**Power grid**

Bar = 50 µm. Pins as bars on the die edge. Tap cells in grey.
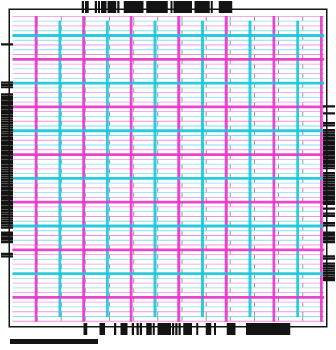
**Placed cells, one colour a class**

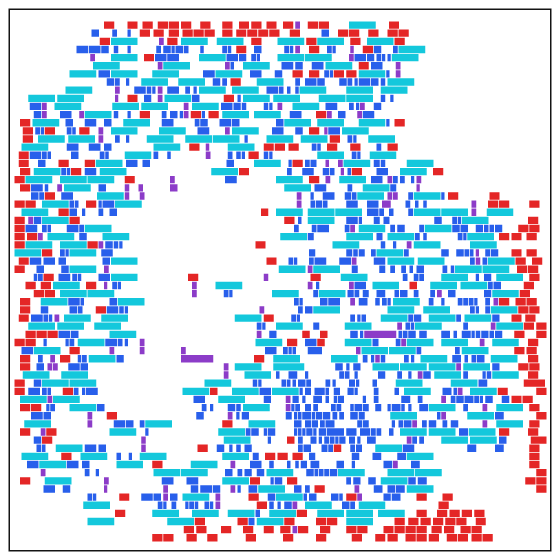
**Clock network drawn from the DEF**

Bar = 50 µm.
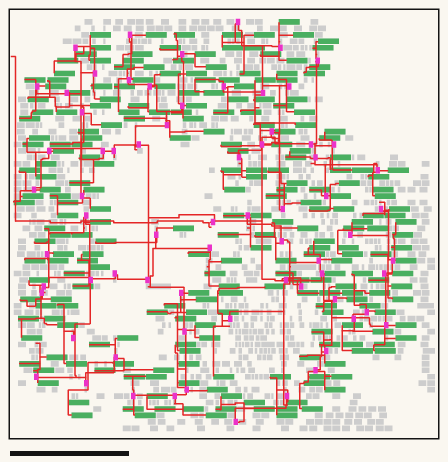
**Routed metal, one colour a layer**

Bar = 50 µm. Only two layers are drawn.
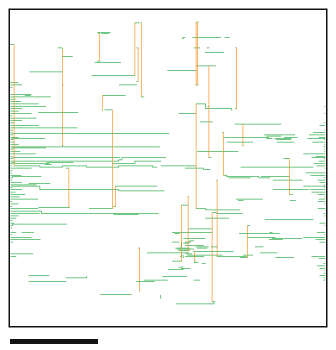
==> config.mk <==
export PLATFORM = sky130hd
export DESIGN_NAME = ysyx_22041405_idu_pipe
export DESIGN_NICKNAME = d
export VERILOG_FILES = /design/src/rtl/ysyx_22041405_idu_pipe.sv
export SDC_FILE = /design/constraint.sdc
export NUM_CORES = 1
export LEC_CHECK = 0
export ABC_CLOCK_PERIOD_IN_PS = 6300
export CORE_UTILIZATION = 35
export CTS_BUF_LIST = sky130_fd_sc_hd__clkbuf_2
export CTS_CLUSTER_SIZE = 28
export DETAILED_ROUTE_END_ITERATION = 12
export PLACE_DENSITY = 0.68
export SLEW_MARGIN = 5
export SYNTH_ARGS = -nofsm -noshare
export SYNTH_HDL_FRONTEND = slang
export SYNTH_SLANG_ARGS = --single-unit
==> constraint.sdc <==
create_clock -name clk -period 6.3 [get_ports clk]
set_input_delay 0.63 -clock clk [delete_from_list [all_inputs] [get_ports clk]]
set_output_delay 0.63 -clock clk [all_outputs]
set_load 0.05 [all_outputs]
==> results.toml <==
# flow metrics
[global_route]
grt_overflow = 0
antenna_found_initial = 1
grt_pass1_vias = 9108
grt_max_degree = 191
grt_pass1_wl_mm = 50.93

[setup_path]
cp-start-kind = "register"
max_stage_delay_ps = 870
path_depth = 3
path_buffers = 3
ff2ff_path_depth = 6
arrival_ps = 3510
path_class = "register to output pin"
crit_required_ps = 5670
cp_cell_sequence = "buf_4 > inv_1 > clkdlybuf4s50_1"
cpLargestDelayFamily = "buffers and inverters"
crit_slowest_cell = "clkdlybuf4s50_1"
worstPathMaxFanout = 88
r2r_slack_ps = 3100
critPathCaptureType = "output pin"

[yosys]
ys_seq_share_pct = 57.46
syn-num-nets = 1129
largest_area_cell = "dfrtp_1"
async_reset_ff_share_pct = 100.0
ys_types = 44
synth_dominant_cell_count = "dfrtp_1"
synth_chip_area_um2 = 11150
top_area_share_pct = 57.46
postSynthAreaPerCell_um2 = 10.84
yosys-top-cells-count = "256 x dfrtp_1, 136 x nand2_1, 114 x o21ai_0, 110 x a22oi_1, 82 x mux2_2"
yosys_cells = 1028
synth_area_um2 = 11150
edf_count = 0
synthTopCellsByArea = "dfrtp_1 57%, mux2_2 8.3%, a22oi_1 7.4%"
synth_cells = 1028
yosys_warnings = 0
ys_dominant_reg_cell = "dfrtp_1"
numSynthFlops = 256

[flow_run]
maxCapViolCount = 0
tool_warnings = 28

[timing]
fin_setup_tns_ps = 0
layout_min_cycle_time_ps = 4144
worstMarginPinSlew_ps = 1329
setup_violations = 0
rsz0062_at_grt = "no"
slew_headroom_pct = 10.74
finalCritPeriodShare_pct = 65.77
hold_violations = 0
final_max_slew_viol_count = 0
fmax_mhz = 241.3

[drt]
first_pass_iters = 5
drt_iter0_drc = 612
post_drt_wl_per_cell_um = 18.78
vias_per_cell = 5.326
ant_nets = 0
num_vias = 9070
drcViolationCount = 0

[clock_network]
path_clk_slew_ps = 120
clock_path_buffers = 3
cts_tree = "done"
numCtsBuffers = 70
cts.sinks = 256
root_buffer = "clkbuf_2"
cts_setup_buffers = 0
htree_num_levels = 3

[pwr]
p_total_w = 0.003607
p_per_area_nw_per_um2 = 249.9
p_leak_nw = 6.146

[placed_design]
port_buffers = 261
hpwlAfterDp_mm = 20.31
gp_congestion = 0.8714

[final_layout]
largest_register_ffs = 127
layout-drive-gt1-share_pct = 17.24
syn_to_final_growth_pct = 29.46
fin_nets = 1357

[floorplanning]
die_h_um = 180.5
die_x_um = 180.5
die-area_um2 = 32570
ios = 262
initCoreUtil_pct = 35.97

[hold_path]
hold_class = "input pin to asynchronous set/reset pin"

[run_status]
status = "complete, no violations"
Back to the opening pictures, 'power grid':
VSS -> magenta
VDD -> cyan
signal pins = 262
met1 rails = 65
met4 straps = 13
met5 straps = 12
rows = 64
Core Area: 30990 µm²
peak supply drop: 0.1473 mV

Back to the opening pictures, 'placed cells, one colour a class':
flops -> cyan  # cells 256
combinational and other logic -> blue  # cells 657
other buffers and delay cells -> red  # cells 271
clock drivers and dummy loads -> purple  # cells 121
Site Rows: 64
post-layout util: 46.57%

Back to the opening pictures, 'clock network drawn from the DEF':
clock drivers -> magenta  # count 70
flip-flops -> green  # count 256
clock wires -> red  # length 3780 µm
flops lie = all over the die
routed clock nets = 71
Worst-Skew Late Latency: 850 ps
Clock Skew: 108.0 ps

Back to the opening pictures, 'routed metal, one colour a layer':
metal 4 -> orange  # wire length 812 µm
metal 3 -> green  # wire length 2610 µm
drt total wl: 31.99 mm
GRT Util Overall: 19.66%

==> metrics by stage <==
step	std cells	utilization [%]	cell area [µm²]	worst slack, ps	hold WS (ps)
6_report	1703	46.57	14430	2156	343.0
3_5_place_dp	1579	44.43	13770	2348	466.6
5_1_grt	1703	46.57	14430	1921	299.4
4_1_cts	1701	46.56	14430	2031	254.6
3_3_place_gp	1579	44.43	13770	2438	460.0
2_1_floorplan	1028	-	11150	3406	334.4
==> power breakdown <==
group	internal (W)	switching (W)
logic	0.000226	0.000280
clock network	0.000523	0.000698
registers	0.00180	0.0000818
==> layout make-up <==
cell class	instances	area (µm²)
diodes	2	5.005
clock buffers	105	525.5
clock inverters	16	123.9
fillers	2885	16560
inverters	7	26.28
multi-input cells	650	4139
flip-flops and latches	256	6410
well taps	396	495.5
repair buffers	271	2708
==> repair_timing <==
action | in CTS | in global routing
hold endpoints to repair | 66 | 0
resized | 0 | 0
hold buffers | 1 | 0
==> cells by family after synthesis <==
family	share of synthesized area (%)
AND-OR/OR-AND	19.72
XOR/XNOR	0.07858
buffers and inverters	5.657
flip-flops	57.46
multiplexers	8.283
AND/OR/NAND/NOR	8.799
==> layout by cell type (no fill, tap or decap), drive strengths merged, types with 3 or more instances in the layout <==
master / netlist / final
or4: 4 / 4
dfrtp: 256 / 256
buf: 54 / 10
nand2: 136 / 136
clkdlybuf4s50: 0 / 260
nor4: 5 / 5
clkinv: 0 / 12
nor2b: 5 / 5
a21oi: 43 / 43
clkbuf: 61 / 105
inv: 7 / 8
a22o: 12 / 12
nor2: 18 / 18
o21ai: 156 / 156
or3: 4 / 4
and3: 15 / 15
o31ai: 11 / 11
mux2: 82 / 82
nor3: 9 / 9
a32oi: 4 / 4
nand2b: 8 / 8
nand4: 3 / 3
or2: 4 / 4
a21o: 6 / 6
a22oi: 110 / 110
==> metal layers <==
layer,global-route usage (%),part of all wire [%],vias up
met5,0,0,-
met4,7.761,2.5,0
met1,25.29,43,4460
met2,30.84,46,376
met3,6.124,8.2,61
li1,-,-,4173
Power figures rest on the tool's default switching activity, not on a simulated workload.
